**config.mk**
```make
export PLATFORM = sky130hd
export DESIGN_NAME = edge_event_arbiter
export DESIGN_NICKNAME = d
export VERILOG_FILES = /design/src/rtl/edge_event_arbiter.sv
export SDC_FILE = /design/constraint.sdc
export NUM_CORES = 1
export LEC_CHECK = 0
export ABC_CLOCK_PERIOD_IN_PS = 3900
export CAP_MARGIN = 20
export CORE_MARGIN = 1.5
export CORE_UTILIZATION = 35
export DETAILED_ROUTE_END_ITERATION = 8
export PLACE_DENSITY = 0.64
export SYNTH_ARGS = -nofsm -noshare
export SYNTH_HDL_FRONTEND = slang
export SYNTH_SLANG_ARGS = --single-unit
```
**constraint.sdc**
```tcl
create_clock -name clk -period 3.9 [get_ports clk]
set_clock_uncertainty 0.05 [all_clocks]
set_input_delay 0.78 -clock clk [delete_from_list [all_inputs] [get_ports clk]]
set_output_delay 0.78 -clock clk [all_outputs]
set_load 0.05 [all_outputs]
```
**src/rtl/edge_event_arbiter.sv**
```systemverilog
// Rising-edge event collector: latches 0->1 transitions per input bit and
// serialises them round-robin onto a registered valid/ready event channel.
module edge_event_arbiter #(
   parameter int N   = 8,
   parameter int IDW = 3
) (
   input  logic           clk,
   input  logic           reset,
   input  logic [N-1:0]   in,
   input  logic           evt_ready,
   input  logic           ovf_clr,
   output logic           evt_valid,
   output logic [IDW-1:0] evt_id,
   output logic [N-1:0]   pending,
   output logic [N-1:0]   overflow
);

   typedef enum logic {S_IDLE, S_OFFER} state_t;

   state_t         r_state;
   logic [N-1:0]   r_prev;
   logic [N-1:0]   r_pending;
   logic [N-1:0]   r_overflow;
   logic           r_valid;
   logic [IDW-1:0] r_id;
   logic [IDW-1:0] r_ptr;

   logic [N-1:0]   w_edge;
   logic [N-1:0]   w_take;
   logic           w_found;
   logic           w_load;
   logic [IDW-1:0] w_win;
   logic [IDW-1:0] w_ptr_nxt;

   assign w_edge = in & ~r_prev;

   // First set pending bit at or after r_ptr, wrapping modulo N.
   always_comb begin : arb
      logic [IDW-1:0] idx;
      idx     = '0;
      w_found = 1'b0;
      w_win   = '0;
      for (int unsigned k = 0; k < N; k++) begin
         idx = IDW'((32'(r_ptr) + k) % N);
         if (!w_found && r_pending[idx]) begin
            w_found = 1'b1;
            w_win   = idx;
         end
      end
   end

   assign w_ptr_nxt = (w_win == IDW'(N - 1)) ? '0 : w_win + 1'b1;

   // A new winner is loaded from IDLE, or on a handshake while offering.
   assign w_load = w_found & ((r_state == S_IDLE) | evt_ready);
   assign w_take = w_load ? (N'(1) << w_win) : '0;

   always_ff @(posedge clk) begin
      r_prev <= in;
      if (reset) begin
         r_state    <= S_IDLE;
         r_valid    <= 1'b0;
         r_id       <= '0;
         r_ptr      <= '0;
         r_pending  <= '0;
         r_overflow <= '0;
      end else begin
         r_pending  <= (r_pending & ~w_take) | w_edge;
         // Clear first, then OR in new losses so a coincident set wins.
         r_overflow <= (ovf_clr ? '0 : r_overflow) | (w_edge & r_pending & ~w_take);
         if (w_load) begin
            r_id  <= w_win;
            r_ptr <= w_ptr_nxt;
         end
         case (r_state)
            S_IDLE: begin
               if (w_found) begin
                  r_state <= S_OFFER;
                  r_valid <= 1'b1;
               end
            end
            S_OFFER: begin
               if (evt_ready && !w_found) begin
                  r_state <= S_IDLE;
                  r_valid <= 1'b0;
               end
            end
            default: begin
               r_state <= S_IDLE;
               r_valid <= 1'b0;
            end
         endcase
      end
   end

   assign evt_valid = r_valid;
   assign evt_id    = r_id;
   assign pending   = r_pending;
   assign overflow  = r_overflow;

endmodule

```
==> run_1/clocks.png <==
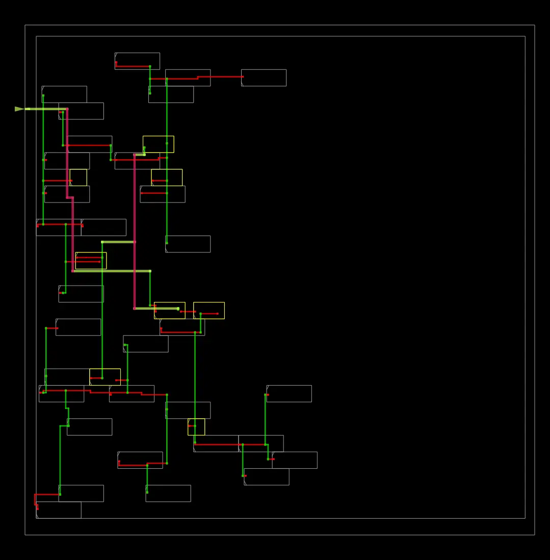
TritonCTS Buffers: 5
insertion delay at the late pin of the worst-skew pair: 0.28 ns
number of sequential cells: 32
Num Clock Sinks: 32

==> run_1/io_placement.png <==
Pins as bars across the die edge, other pins in gray.
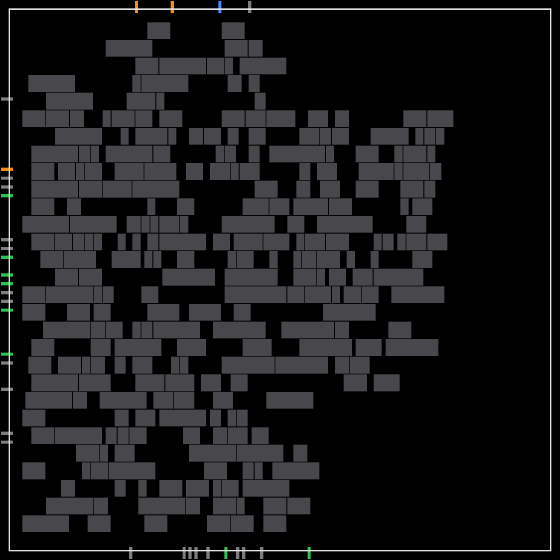
- blue: evt_ready (pins 1; direction input; edge north)
- orange: evt_id (pins 3; direction output; edge 2 north, 1 west)
- green: pending (pins 8; direction output; edge 6 west, 2 south)
die x size: 83.4 um
die height: 83.4 um
# port buffers: 31

==> ds_physical_params.txt, run 1 <==
Characteristics after synthesis and place and route

Parameter                              Value

Timing
  Final worst path period share    0.950
  Setup violation total in the final timing report    0
  Maximum clock rate    270 MHz
  Final Hold Violating Endpoints    0
  Number of max-slew violations in the final report    0

Global route
  Total track usage    0.160
  Vias in the first global route    between 1500 and 2000
  Global routing usage on met2    0.265
  Remaining global-route overflow    0
  Met1 track demand over resource    0.215
  Largest net degree at the start of global routing    27
  Number of antenna violations at the first check in global routing    0

Detailed routing
  Drc violations    0
  DR WL/cell    15.3 um
  Via Count    about 1900
  Iteration tally of the first detailed-router pass    4

Worst setup path
  Endpoint of the worst register-to-register path    pending[0]
  Worst-path cell chain    clkinv_1 -> ha_1 -> buf_4 -> mux2_2 -> a221o_1 -> nand4b_4 -> or3_1 -> a31oi_2 -> inv_1 -> ha_1 -> and2_4 -> nor4b_1 -> nor3_1
  Buf/Inv on CP    3
  Crit path max-delay family    simple AND/OR/NAND/NOR gates
  Timing startpoint of the critical path    r_ptr[0]
  Worst EP required    4.05 ns
  Data arrival time of the critical path    between 3 and 4 ns
  Delay of the slowest cell on the worst path    approximately 0.42 ns
  Worst-path cell with the longest stage delay    sky130_fd_sc_hd__ha_1
  Library cell appearing most often on the critical path    sky130_fd_sc_hd__ha_1

Die
  Number of core rows    29
  Number of top-level pins    32
  Core area    roughly 6300 um2

Placed design
  Final weighted congestion in routability-driven placement    between 0.9 and 1
  Post-DP HPWL    4000 um
  Dpl ws    0.260 ns

Hold path
  Worst Hold Launch    overflow[1]

Status
  Result of the run    completed

Final layout
  Fraction of area in registers    0.231
  Most frequent cells in the layout    sky130_fd_sc_hd__dfxtp_1 (32), sky130_fd_sc_hd__clkdlybuf4s50_1 (31), sky130_fd_sc_hd__nor2_1 (24)
  Non-clock buffer instance count of the final layout    ~40
  Comb gate area    ~1500 um2

Synth
  Seq share, synth    0.283
  Area figure in the yosys stat output    roughly 2300 um2
  Post-synthesis cell count    approximately 230
  Leading cell type by number of instances after synthesis    sky130_fd_sc_hd__dfxtp_1
  Synth Net Count    approximately 250
  Dominant cell area share    0.283
  Yosys cell count    about 230

CTS
  Clock-pin slew reported for the worst setup and hold paths after clock tree synthesis    roughly 0.070 ns
==> run_1/logic_types.png <==
The bar under the picture is 20 um long.
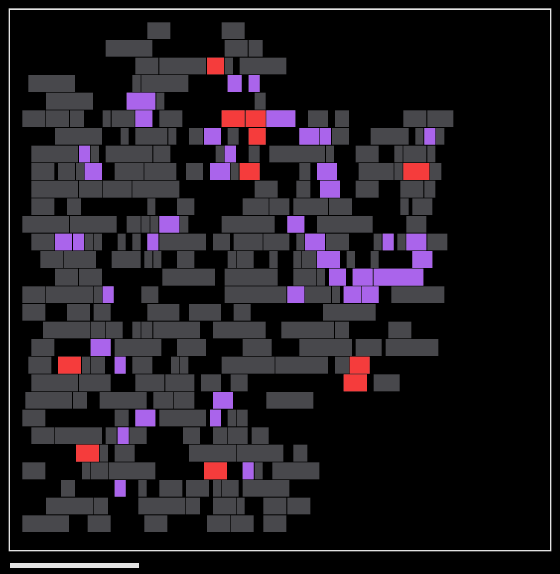
- purple: inverting AOI/OAI gates (cells 40; most used o21ai_1)
- red: AND-OR and OR-AND gates (cells 11; most used a32o_1)
non-filler cells in the finished layout: 346
most common library cell in the layout ignoring fill and taps: sky130_fd_sc_hd__dfxtp_1
multi-input gate share of the layout cell area: 0.551

==> run 1: kinds of logic after synthesis <==
group	count (synthesis)	synth area share
adders and majority gates	8	0.0442
and+or+nand+nor	88	0.223
DFF	32	0.283
xor gates and xnor gates	4	0.0188
muxes	30	0.208
buffers and inverters	19	0.0431
AOI/OAI and AO/OA	51	0.180
==> run 1: through the flow <==
step / util / hold slack, ns
floorplan: - / 0.437
global placement: 0.424 / 0.387
detailed placement: 0.424 / 0.389
CTS: 0.439 / 0.401
global route: 0.439 / 0.418
finish: 0.439 / 0.399
==> run 2: changes to the inputs <==
Settings changed: CELL_PAD_IN_SITES_DETAIL_PLACEMENT set to 0, CELL_PAD_IN_SITES_GLOBAL_PLACEMENT set to 2, CORE_UTILIZATION 35 to 31, PLACE_DENSITY 0.64 to 0.83.
==> run_2/wires.png <==
Two of the layers only.
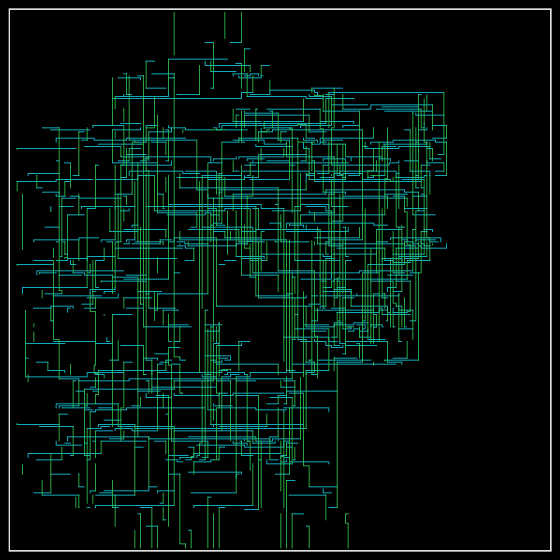
- cyan: metal 1 (wire length 2700 um)
- green: metal 2 (wire length 2690 um)
Via Count: 1933
total track usage: 0.164

==> ds_physical_params.txt, run 2 <==
Characteristics after synthesis and place and route

Parameter                              Value

Status
  Result of the run    completed (unchanged)

Global route
  Remaining global-route overflow    0 (unchanged)
  Global routing usage on met2    0.260 (was 0.265)
  Vias in the first global route    1924 (was 1854)
  Met1 track demand over resource    0.219 (was 0.215)
  Number of antenna violations at the first check in global routing    0 (unchanged)

Synth
  Post-synthesis share of cell area spent on full adders, half adders and majority gates    0.0442 (unchanged)
  Area fraction in compound gates after synthesis    0.180 (unchanged)
  Yosys cell count    232 (unchanged)
  Area figure in the yosys stat output    2260 um2 (unchanged)
  Simple-gate share of the synthesized area    0.223 (unchanged)
  Yosys xor share    0.0188 (unchanged)

Timing
  Final worst path period share    0.918 (was 0.950)
  Maximum clock rate    279 MHz (was 270 MHz)
  Final Hold Violating Endpoints    0 (unchanged)

Worst setup path
  Crit path max-delay family    simple AND/OR/NAND/NOR gates (unchanged)
  Data arrival time of the critical path    3.74 ns (was 3.85 ns)
  Worst EP required    4.06 ns (was 4.05 ns)
  Buf/Inv on CP    3 (unchanged)

Placed design
  # port buffers    31 (unchanged)
  Final weighted congestion in routability-driven placement    0.842 (was 0.924)
  Dpl ws    0.299 ns (was 0.260 ns)

CTS
  Num Clock Sinks    32 (unchanged)
  TritonCTS Buffers    5 (unchanged)
  Clock-pin slew reported for the worst setup and hold paths after clock tree synthesis    0.07 ns (about the same)
  Insertion delay at the late pin of the worst-skew pair    0.28 ns (about the same)

Final layout
  Post-Route Utilization    0.408 (was 0.439)
  Most frequent cells in the layout    sky130_fd_sc_hd__dfxtp_1 (32), sky130_fd_sc_hd__clkdlybuf4s50_1 (31), sky130_fd_sc_hd__nor2_1 (24) (unchanged)
  Most common library cell in the layout ignoring fill and taps    sky130_fd_sc_hd__dfxtp_1 (unchanged)

Die
  Number of top-level pins    32 (unchanged)
  Number of core rows    30 (was 29)
  Die height    88.5 um (was 83.4 um)

Hold path
  Worst Hold Launch    overflow[2] (was overflow[1])

Detailed routing
  Iteration tally of the first detailed-router pass    5 (was 4)
  DR WL/cell    15.5 um (was 15.3 um)
-- run 2: worst max path at each step --
stage | cells past startpoint | slack (ns) | endpoint
2_1_floorplan | 15 | 0.22 | pending[1]
3_3_place_gp | 13 | 0.36 | pending[0]
3_5_place_dp | 13 | 0.30 | pending[1]
4_1_cts | 13 | 0.27 | pending[1]
5_1_grt | 13 | 0.05 | overflow[3]
6_report | 13 | 0.32 | pending[0]
-- run 2: cell type report --
type	count	area [um2]	share of cell area
timing repair buffer	43	400	0.141
clock inverter	2	35.0	0.0124
sequential	32	641	0.226
tap	96	120	0.0424
multi-input combinational	181	1540	0.543
inverter	7	26.3	0.00928
clock buffer	6	72.6	0.0256
-- run 2: what timing repair did --
action	in CTS	in global routing
buffers inserted	0	0
resized	0	3
setup endpoints to repair	0	1
